`config.mk`:
```
export PLATFORM = sky130hd
export DESIGN_NAME = alu_seq
export DESIGN_NICKNAME = d
export VERILOG_FILES = /design/src/rtl/alu_seq_pkg.sv /design/src/rtl/alu_seq_mulstep.sv /design/src/rtl/alu_seq.sv
export SDC_FILE = /design/constraint.sdc
export NUM_CORES = 1
export LEC_CHECK = 0
export ABC_AREA = 1
export CELL_PAD_IN_SITES_DETAIL_PLACEMENT = 1
export CELL_PAD_IN_SITES_GLOBAL_PLACEMENT = 2
export CORE_MARGIN = 2
export CORE_UTILIZATION = 32
export CTS_BUF_LIST = sky130_fd_sc_hd__clkbuf_8
export CTS_CLUSTER_DIAMETER = 100
export DETAILED_ROUTE_END_ITERATION = 6
export PLACE_DENSITY_LB_ADDON = 0.1
export SETUP_SLACK_MARGIN = 0.1
export SYNTH_ARGS = -nofsm -noshare
export SYNTH_HDL_FRONTEND = slang
export SYNTH_SLANG_ARGS = --single-unit
export TNS_END_PERCENT = 30
```
`constraint.sdc`:
```
create_clock -name clk -period 2.38 [get_ports clk]
set_input_delay 0.476 -clock clk [delete_from_list [all_inputs] [get_ports clk]]
set_output_delay 0.476 -clock clk [all_outputs]
set_load 0.01 [all_outputs]
```
`src/rtl/alu_seq_pkg.sv`:
```
// Shared opcode, FSM state and flag-index definitions for alu_seq.
// Opcode encodings track the picoMIPS decoder so existing microcode keeps working.
package alu_seq_pkg;

  typedef enum logic [3:0] {
    F_B     = 4'd0,
    F_ADD   = 4'd1,
    F_SUB   = 4'd2,
    F_MUL   = 4'd3,
    F_LSW   = 4'd4,
    F_MOVSW = 4'd5
  } func_t;

  typedef enum logic [1:0] {
    S_IDLE = 2'd0,
    S_MUL  = 2'd1,
    S_FIX  = 2'd2
  } state_t;

  localparam int FLAG_V = 3;
  localparam int FLAG_N = 2;
  localparam int FLAG_Z = 1;
  localparam int FLAG_C = 0;

endpackage

```
`src/rtl/alu_seq_mulstep.sv`:
```
// Iterative unsigned shift-add multiplier: one adder, N partial-product steps.
// Latency N edges from start; done is high during the final step, product is final the cycle after.
module alu_seq_mulstep
  import alu_seq_pkg::*;
#(
  parameter int N = 8
) (
  input  logic           clk,
  input  logic           reset,
  input  logic           start,
  input  logic [N-1:0]   multiplicand,
  input  logic [N-1:0]   multiplier,
  output logic [2*N-1:0] product,
  output logic           done
);

  localparam int CW = $clog2(N) + 1;

  logic [N-1:0]   mcand;
  logic [N-1:0]   mplier;
  logic [2*N-1:0] acc;
  logic [CW-1:0]  cnt;

  logic [N-1:0]   addend;
  logic [N:0]     sum;
  logic [N-1:0]   first_pp;
  logic [2*N-1:0] acc_step;
  logic [2*N-1:0] acc_first;

  assign addend    = mplier[0] ? mcand : '0;
  assign sum       = {1'b0, acc[2*N-1:N]} + {1'b0, addend};
  assign acc_step  = {sum, acc[N-1:1]};
  // The first partial product is folded into the load edge, so N-1 steps remain.
  assign first_pp  = multiplier[0] ? multiplicand : '0;
  assign acc_first = {1'b0, first_pp, {(N-1){1'b0}}};

  always_ff @(posedge clk) begin
    if (reset) begin
      mcand  <= '0;
      mplier <= '0;
      acc    <= '0;
      cnt    <= '0;
    end else if (start) begin
      mcand  <= multiplicand;
      mplier <= multiplier >> 1;
      acc    <= acc_first;
      cnt    <= CW'(N - 1);
    end else if (cnt != '0) begin
      acc    <= acc_step;
      mplier <= mplier >> 1;
      cnt    <= cnt - 1'b1;
    end
  end

  assign product = acc;
  assign done    = (cnt == CW'(1));

endmodule

```
`src/rtl/alu_seq.sv`:
```
// Multi-cycle ALU: single-cycle ops finish 1 cycle after accept, signed fractional MUL after N+1.
// in_ready is low while a MUL is in flight; requests offered then are simply not accepted.
module alu_seq
  import alu_seq_pkg::*;
#(
  parameter int N    = 8,
  parameter int FRAC = N - 1,
  parameter int SAT  = 0
) (
  input  logic         clk,
  input  logic         reset,
  input  logic         in_valid,
  output logic         in_ready,
  input  logic [3:0]   func,
  input  logic [N-1:0] a,
  input  logic [N-1:0] b,
  input  logic [N-1:0] sw,
  input  logic         sw_bit,
  output logic         out_valid,
  output logic [N-1:0] result,
  output logic [3:0]   flags
);

  state_t state, state_nxt;

  logic           accept, mul_start, mul_done, upd;
  logic           mul_sign;
  logic [N-1:0]   abs_a, abs_b;
  logic [2*N-1:0] mul_product, prod_s;
  logic [N-1:0]   mul_res;
  logic           mul_v, mul_neg;
  logic [N:0]     add_sum, sub_sum;
  logic [N-1:0]   sc_res, pre_res, fin_res;
  logic           sc_v, sc_c, sc_neg;
  logic           pre_v, pre_c, pre_neg;
  logic [3:0]     flags_nxt;

  assign in_ready  = (state == S_IDLE);
  assign accept    = in_valid & in_ready;
  assign mul_start = accept && (func == F_MUL);
  assign upd       = (accept && (func != F_MUL)) || (state == S_FIX);

  assign abs_a = a[N-1] ? -a : a;
  assign abs_b = b[N-1] ? -b : b;

  alu_seq_mulstep #(.N(N)) u_mulstep (
    .clk          (clk),
    .reset        (reset),
    .start        (mul_start),
    .multiplicand (abs_a),
    .multiplier   (abs_b),
    .product      (mul_product),
    .done         (mul_done)
  );

  assign prod_s  = mul_sign ? -mul_product : mul_product;
  assign mul_res = prod_s[FRAC+N-1:FRAC];
  assign mul_neg = prod_s[2*N-1];

  // Overflow when the bits above the slice are not a sign extension of it.
  generate
    if (FRAC < N) begin : g_mul_hi
      assign mul_v = (prod_s[2*N-1:FRAC+N] != {(N-FRAC){mul_res[N-1]}});
    end else begin : g_mul_nohi
      assign mul_v = 1'b0;
    end
    if (FRAC > 0) begin : g_unused_lo
      logic unused_lo;
      assign unused_lo = ^{prod_s[FRAC-1:0], sw[N-1]};
    end else begin : g_unused_sw
      logic unused_sw;
      assign unused_sw = sw[N-1];
    end
  endgenerate

  assign add_sum = {1'b0, a} + {1'b0, b};
  assign sub_sum = {1'b0, b} + {1'b0, ~a} + {{N{1'b0}}, 1'b1};

  always_comb begin
    sc_res = '0;
    sc_v   = 1'b0;
    sc_c   = 1'b0;
    sc_neg = 1'b0;
    case (func)
      F_B:     sc_res = b;
      F_ADD: begin
        sc_res = add_sum[N-1:0];
        sc_c   = add_sum[N];
        sc_v   = (a[N-1] == b[N-1]) && (add_sum[N-1] != a[N-1]);
        sc_neg = a[N-1];
      end
      F_SUB: begin
        sc_res = sub_sum[N-1:0];
        sc_c   = sub_sum[N];
        sc_v   = (a[N-1] != b[N-1]) && (sub_sum[N-1] != b[N-1]);
        sc_neg = b[N-1];
      end
      F_LSW:   sc_res = {{(N-1){1'b0}}, sw_bit};
      F_MOVSW: sc_res = {1'b0, sw[N-2:0]};
      default: sc_res = '0;
    endcase
  end

  always_comb begin
    pre_res = sc_res;
    pre_v   = sc_v;
    pre_c   = sc_c;
    pre_neg = sc_neg;
    if (state == S_FIX) begin
      pre_res = mul_res;
      pre_v   = mul_v;
      pre_c   = 1'b0;
      pre_neg = mul_neg;
    end
    fin_res = pre_res;
    // pre_neg is the sign of the true (unwrapped) value, which picks the clamp rail.
    if ((SAT != 0) && pre_v) begin
      fin_res = pre_neg ? {1'b1, {(N-1){1'b0}}} : {1'b0, {(N-1){1'b1}}};
    end
    flags_nxt         = '0;
    flags_nxt[FLAG_V] = pre_v;
    flags_nxt[FLAG_N] = fin_res[N-1];
    flags_nxt[FLAG_Z] = (fin_res == '0);
    flags_nxt[FLAG_C] = pre_c;
  end

  always_comb begin
    state_nxt = state;
    case (state)
      S_IDLE:  if (mul_start) state_nxt = S_MUL;
      S_MUL:   if (mul_done) state_nxt = S_FIX;
      S_FIX:   state_nxt = S_IDLE;
      default: state_nxt = S_IDLE;
    endcase
  end

  always_ff @(posedge clk) begin
    if (reset) begin
      state     <= S_IDLE;
      result    <= '0;
      flags     <= '0;
      out_valid <= 1'b0;
      mul_sign  <= 1'b0;
    end else begin
      state     <= state_nxt;
      out_valid <= upd;
      if (mul_start) mul_sign <= a[N-1] ^ b[N-1];
      if (upd) begin
        result <= fin_res;
        flags  <= flags_nxt;
      end
    end
  end

endmodule

```
==> results.txt, run 1 <==
run results: outcome=finished, final reports clean, reg2reg setup slack=around 0.31 ns, Net Sw Frac=0.453, yosys stat chip area=a little over 0.004 sq mm, dpl ws=-0.534 ns, final instance area=between 0.005 and 0.006 sq mm, synthesized instance count=approximately 630, htree depth=2, CTS Sinks=around 50, Max VDD drop=0.333 mV, tool warnings=37, Hold Vio Cnt, Final=0, total power=3.36 mW, Dominant comb cell=simple AND/OR/NAND/NOR gates, yosys simple share=0.372, fin cells=900, Max Used Layer=met5, r2r worst-path depth=14, wire per inst=15.9 um, Post-synth ARST share=0, first-pass GRT wire length=approximately 23 mm, Crit path largest cell delay=~0.48 ns, Post-Route WL=roughly 14 mm, Post-CTS Setup Bufs=0, slowest CP cell=clkdlybuf4s50_1, FF/Latch Area=0.00100 sq mm, Mapped Area=between 0.004 and 0.005 sq mm, Worst Setup SP=a[6], crit-path most repeated cell=nand3_1, clk ins delay skew pair=0.33 ns, Worst Path Arrival=roughly 2.4 ns, I/O pin count=about 46, Lkg Pwr=between 2 and 3 nW, post-placement cell count=about 890, CP Buf/Inv Count=3, CTS tree=yes, Clock Path Buffers=2, top achievable clock speed=0.459 GHz, adder-cell share of the synthesized area=0.102, final global-route overflow total=0, post-layout period usage of the worst path=0.915, Layout Utilization=0.434, share of layout cells above drive strength 1=0.184, crit end category=register, Non-clock buffering overhead=0.184, logic area=between 0.002 and 0.003 sq mm, Critical R2R Launch=u_mulstep.mplier[0], XOR/XNOR Fraction of Synth Area=0.0196, row count=~40, gp weighted congestion=~0.89, Setup TNS Final=0 ns, Syn Nets=between 600 and 700, Reg-to-Reg End=u_mulstep.product[12], router iterations before antenna repair=4, CP startpoint kind=primary input, inverters=just under 90, yosys aoi share=0.147, Clock Root Buffer=clkbuf_8, drt initial violations=slightly below 200, Setup crit end=flags[1], Seq/total area=0.189, EDFF count, synth=0, Switch Pwr=roughly 1.5 mW, internal cell power=1.84 mW, max-cap violations=0
[run 1: synth_stat cells (all sizes together) (3+ instances only)]
cell | count | area share
xnor2 | 5 | 0.011
dfxtp | 50 | 0.25
ha | 28 | 0.087
xor2 | 4 | 0.0087
a31oi | 8 | 0.012
buf | 11 | 0.021
o21ai | 28 | 0.035
nand3 | 77 | 0.098
nor2 | 59 | 0.067
clkbuf | 8 | 0.0075
inv | 87 | 0.082
nor3 | 7 | 0.0087
a21oi | 38 | 0.050
nand2 | 175 | 0.17
fa | 3 | 0.015
o22ai | 3 | 0.0047
o211ai | 4 | 0.0087
nand3b | 6 | 0.011
a22o | 4 | 0.0087
a211oi | 3 | 0.0068
nand4 | 12 | 0.019
[run 1: power by group through the flow]
stage	combinational (mW)	clock (mW)	sequential (mW)
floorplan	1.12	0	1.08
global placement	1.62	0	1.14
detailed placement	1.68	0	1.14
CTS	1.71	0.535	1.12
global route	1.91	0.556	1.14
finish	1.72	0.511	1.12
[run 1: worst min path at each step]
stage                             startpoint                 end  slack, ns  depth (start not counted)
after floorplan           u_mulstep.mcand[1]  u_mulstep.mcand[1]       0.42                          2
after global placement    u_mulstep.mcand[1]  u_mulstep.mcand[1]       0.44                          2
after detailed placement            flags[3]            flags[3]       0.45                          2
after CTS                           flags[3]            flags[3]       0.47                          2
after global routing                flags[3]            flags[3]       0.48                          2
final                               flags[3]            flags[3]       0.46                          2
[run 1: state kept, by name, summed over array words and instances, names as in the netlist]
name / cells
u_mulstep.product: 16
u_mulstep.mcand: 8
result: 7
u_mulstep.mplier: 7
flags: 4
u_mulstep.cnt: 4
state: 2
mul_sign: 1
out_valid: 1
[run 1: metal layers]
metal	GRT usage	up-vias
met3	0.0317	13
met4	0.0437	2
li1	-	2270
met5	0	-
met2	0.407	67
met1	0.276	2098
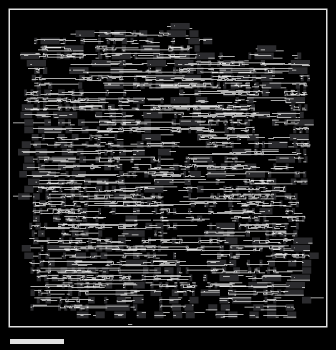
Fig. 1. Signal wires on met1 (run 1).
Scale bar: 20 um.
The layer carries 6,510 um of wire. The wires run mostly horizontal. The layer holds 46% of the routed length. 731 nets have wire on it. The longest straight run is 40.9 um.

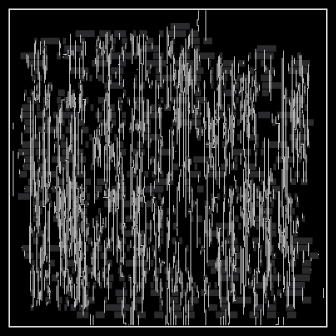
Fig. 2. The metal 2 layer (run 1).
665 nets have wire on it. The layer carries 7,090 um of wire. The layer holds 50% of the routed length. The longest straight run is 65.6 um.

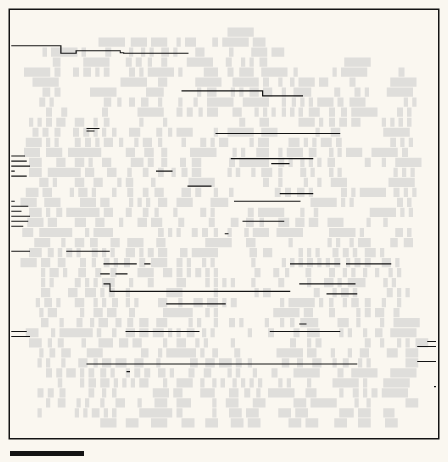
Fig. 3. The metal 3 layer (run 1).
Scale bar: 20 um.
40 nets have wire on it. The longest straight run is 73.1 um.

Fig. 4: run 1, sequential cells grouped by signal name
Other sequential cells in the stronger grey, the rest of the logic in the fainter grey.
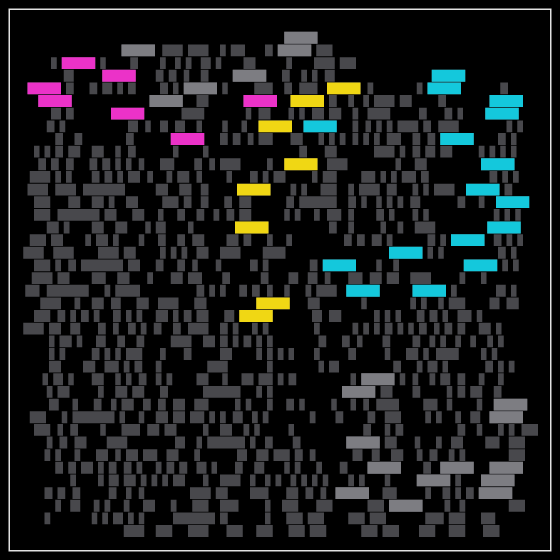

==> run 2, diff against run 1 <==
- CORE_UTILIZATION: 32 -> 29
- REMOVE_ABC_BUFFERS: default -> 1
- clock period: 2.38 -> 1.8 ns (I/O delays scaled with it)
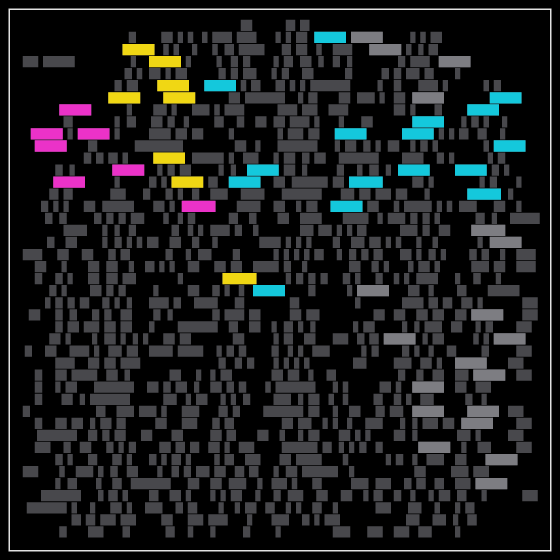
Fig. 5. Sequential cells grouped by signal name (run 2).
Other sequential cells in the stronger grey, the rest of the logic in the fainter grey.
Key: magenta = u_mulstep.mplier [placed flops 7, where top left]; yellow = u_mulstep.mcand [placed flops 8]; cyan = u_mulstep.product [placed flops 16]

==> run 2 against run 1 <==
Effect of this change:
- the run now ends with setup timing left
- highest routed layer is now met4
- non-clock buffer count grew 70
- count of clock-buffer cells in the layout grew 1
- die size grew 10%
==> results.txt, run 2 <==
run results: first-pass GRT wire length=between 20 and 30 mm, drt initial violations=192, row count=~43, share of layout cells above drive strength 1=0.396, final global-route overflow total=0, synthesized instance count=~630, wire per inst=about 16 um, Clock Root Buffer=clkbuf_8, internal cell power=~3.1 mW, # setup viols final=9, logic area=between 0.003 and 0.004 sq mm, Cell area leaders=dfxtp_1, nand2_1, nand3_1, ha_1, inv_1, Crit path largest cell delay=approximately 0.35 ns, router iterations before antenna repair=4, Post-Route WL=16.1 mm, clk ins delay skew pair=about 0.32 ns, RSZ-0062 raised after global routing=true, pwr/cell area=between 800 and 900 mW/mm^2, CP startpoint kind=register, top achievable clock speed=approximately 0.51 GHz, slowest CP cell=fa_2, htree depth=2, Clock Path Buffers=2, Hold Slack=0.468 ns, I/O pin count=approximately 46, yosys stat chip area=around 0.004 sq mm, post-layout period usage of the worst path=1.08, CTS Sinks=around 50, CTS tree=yes, Yosys top cell by area=dfxtp_1, max FFs per register=16, outcome=complete, but fails checks, max-cap violations=0, worst setup margin=-0.150 ns, tool warnings=37, Net Sw Frac=0.427, adder-cell share of the synthesized area=0.102, failing checks=setup timing, post-CTS sizing=roughly 110, dpl ws=-0.884 ns, die height=122 um, gp weighted congestion=0.858, Hold Path Class=register to register, Commonest flop=dfxtp_1, placed inst area=about 0.0055 sq mm, Lkg Pwr=~3 nW, Clock Skews=between 0.01 and 0.015 ns, Post-synth ARST share=0, Mapped Area=between 0.004 and 0.005 sq mm, crit-path most repeated cell=nand2_2, final instance area=~0.0063 sq mm, yosys simple share=0.372, EDFF count, synth=0, yosys aoi share=0.147, post-placement cell count=approximately 950, crit path max fanout=2, post-synth top area share=0.249, Max VDD drop=0.546 mV, fin cells=~980, most frequent cells after synthesis=nand2_1, nand3_1, inv_1, total power=between 5 and 6 mW, Logic pwr share=0.564, Layout Utilization=0.460, most frequent cell after synthesis=nand2_1, Hold Vio Cnt, Final=0, XOR/XNOR Fraction of Synth Area=0.0196, Dominant comb cell=simple AND/OR/NAND/NOR gates, CP Buf/Inv Count=2
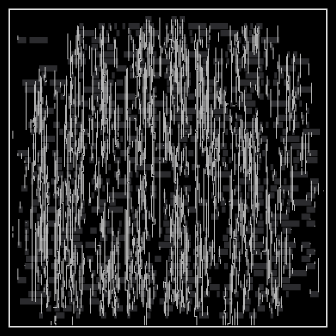
Fig. 6. The metal 2 layer (run 2).
The layer carries 8,000 um of wire. The longest straight run is 53.4 um. The layer holds 50% of the routed length. 752 nets have wire on it.

run 2: power groups by stage:
| stage | clock, mW | sequential (mW) | combinational, mW |
|---|---|---|---|
| floorplan | 0 | 1.43 | 1.41 |
| global placement | 0 | 1.44 | 2.45 |
| detailed placement | 0 | 1.45 | 2.52 |
| CTS | 0.912 | 1.44 | 2.67 |
| global route | 0.947 | 1.47 | 3.34 |
| finish | 0.884 | 1.45 | 3.02 |
run 2: worst reg2reg max path, cell delays in order, from the launching register on:
cell and delay (ns):
dfxtp_2 0.34, nand2_2 0.07, inv_2 0.05, ha_4 0.16, fa_2 0.35, nand3_2 0.08, nand3_2 0.09, nand2_2 0.09
nand2_2 0.06, a21oi_2 0.16, nor2_2 0.06, nor2_1 0.09, nand2_1 0.08, o211ai_2 0.07, o211ai_1 0.12, inv_2 0.05
run 2: logic make-up after synthesis:
kind of cell    after synthesis
simple gates                337
buf+inv                     107
compound gates               98
flops                        50
fa+ha+maj                    31
xor+xnor                      9
run 2: routing by layer:
layer	wire length, um	GRT usage	vias to the layer above
li1	-	-	2415
met1	7630	0.283	2297
met2	8000	0.382	54
met3	322	0.0257	10
met4	126	0.0431	0
met5	0	0	-
run 2: area by class of cell:
class	count	area share
clock buffers	6	0.0131
inverters	88	0.0539
clock inverters	2	0.00614
flip-flops and latches	50	0.160
well taps	180	0.0357
repair buffers	182	0.240
multi-input cells	475	0.492
run 2: path summary, 6_finish.rpt:
kind / end / depth (start not counted) / startpoint / slack [ns]
worst max-delay path: u_mulstep.product[13] / 15 / u_mulstep.mcand[0] / -0.15
worst min register to register: result[4] / 2 / result[4] / 0.47
worst min-delay path: result[4] / 2 / result[4] / 0.47
worst max register to register: u_mulstep.product[13] / 15 / u_mulstep.mcand[0] / -0.15
Power and IR drop assume default switching activity.
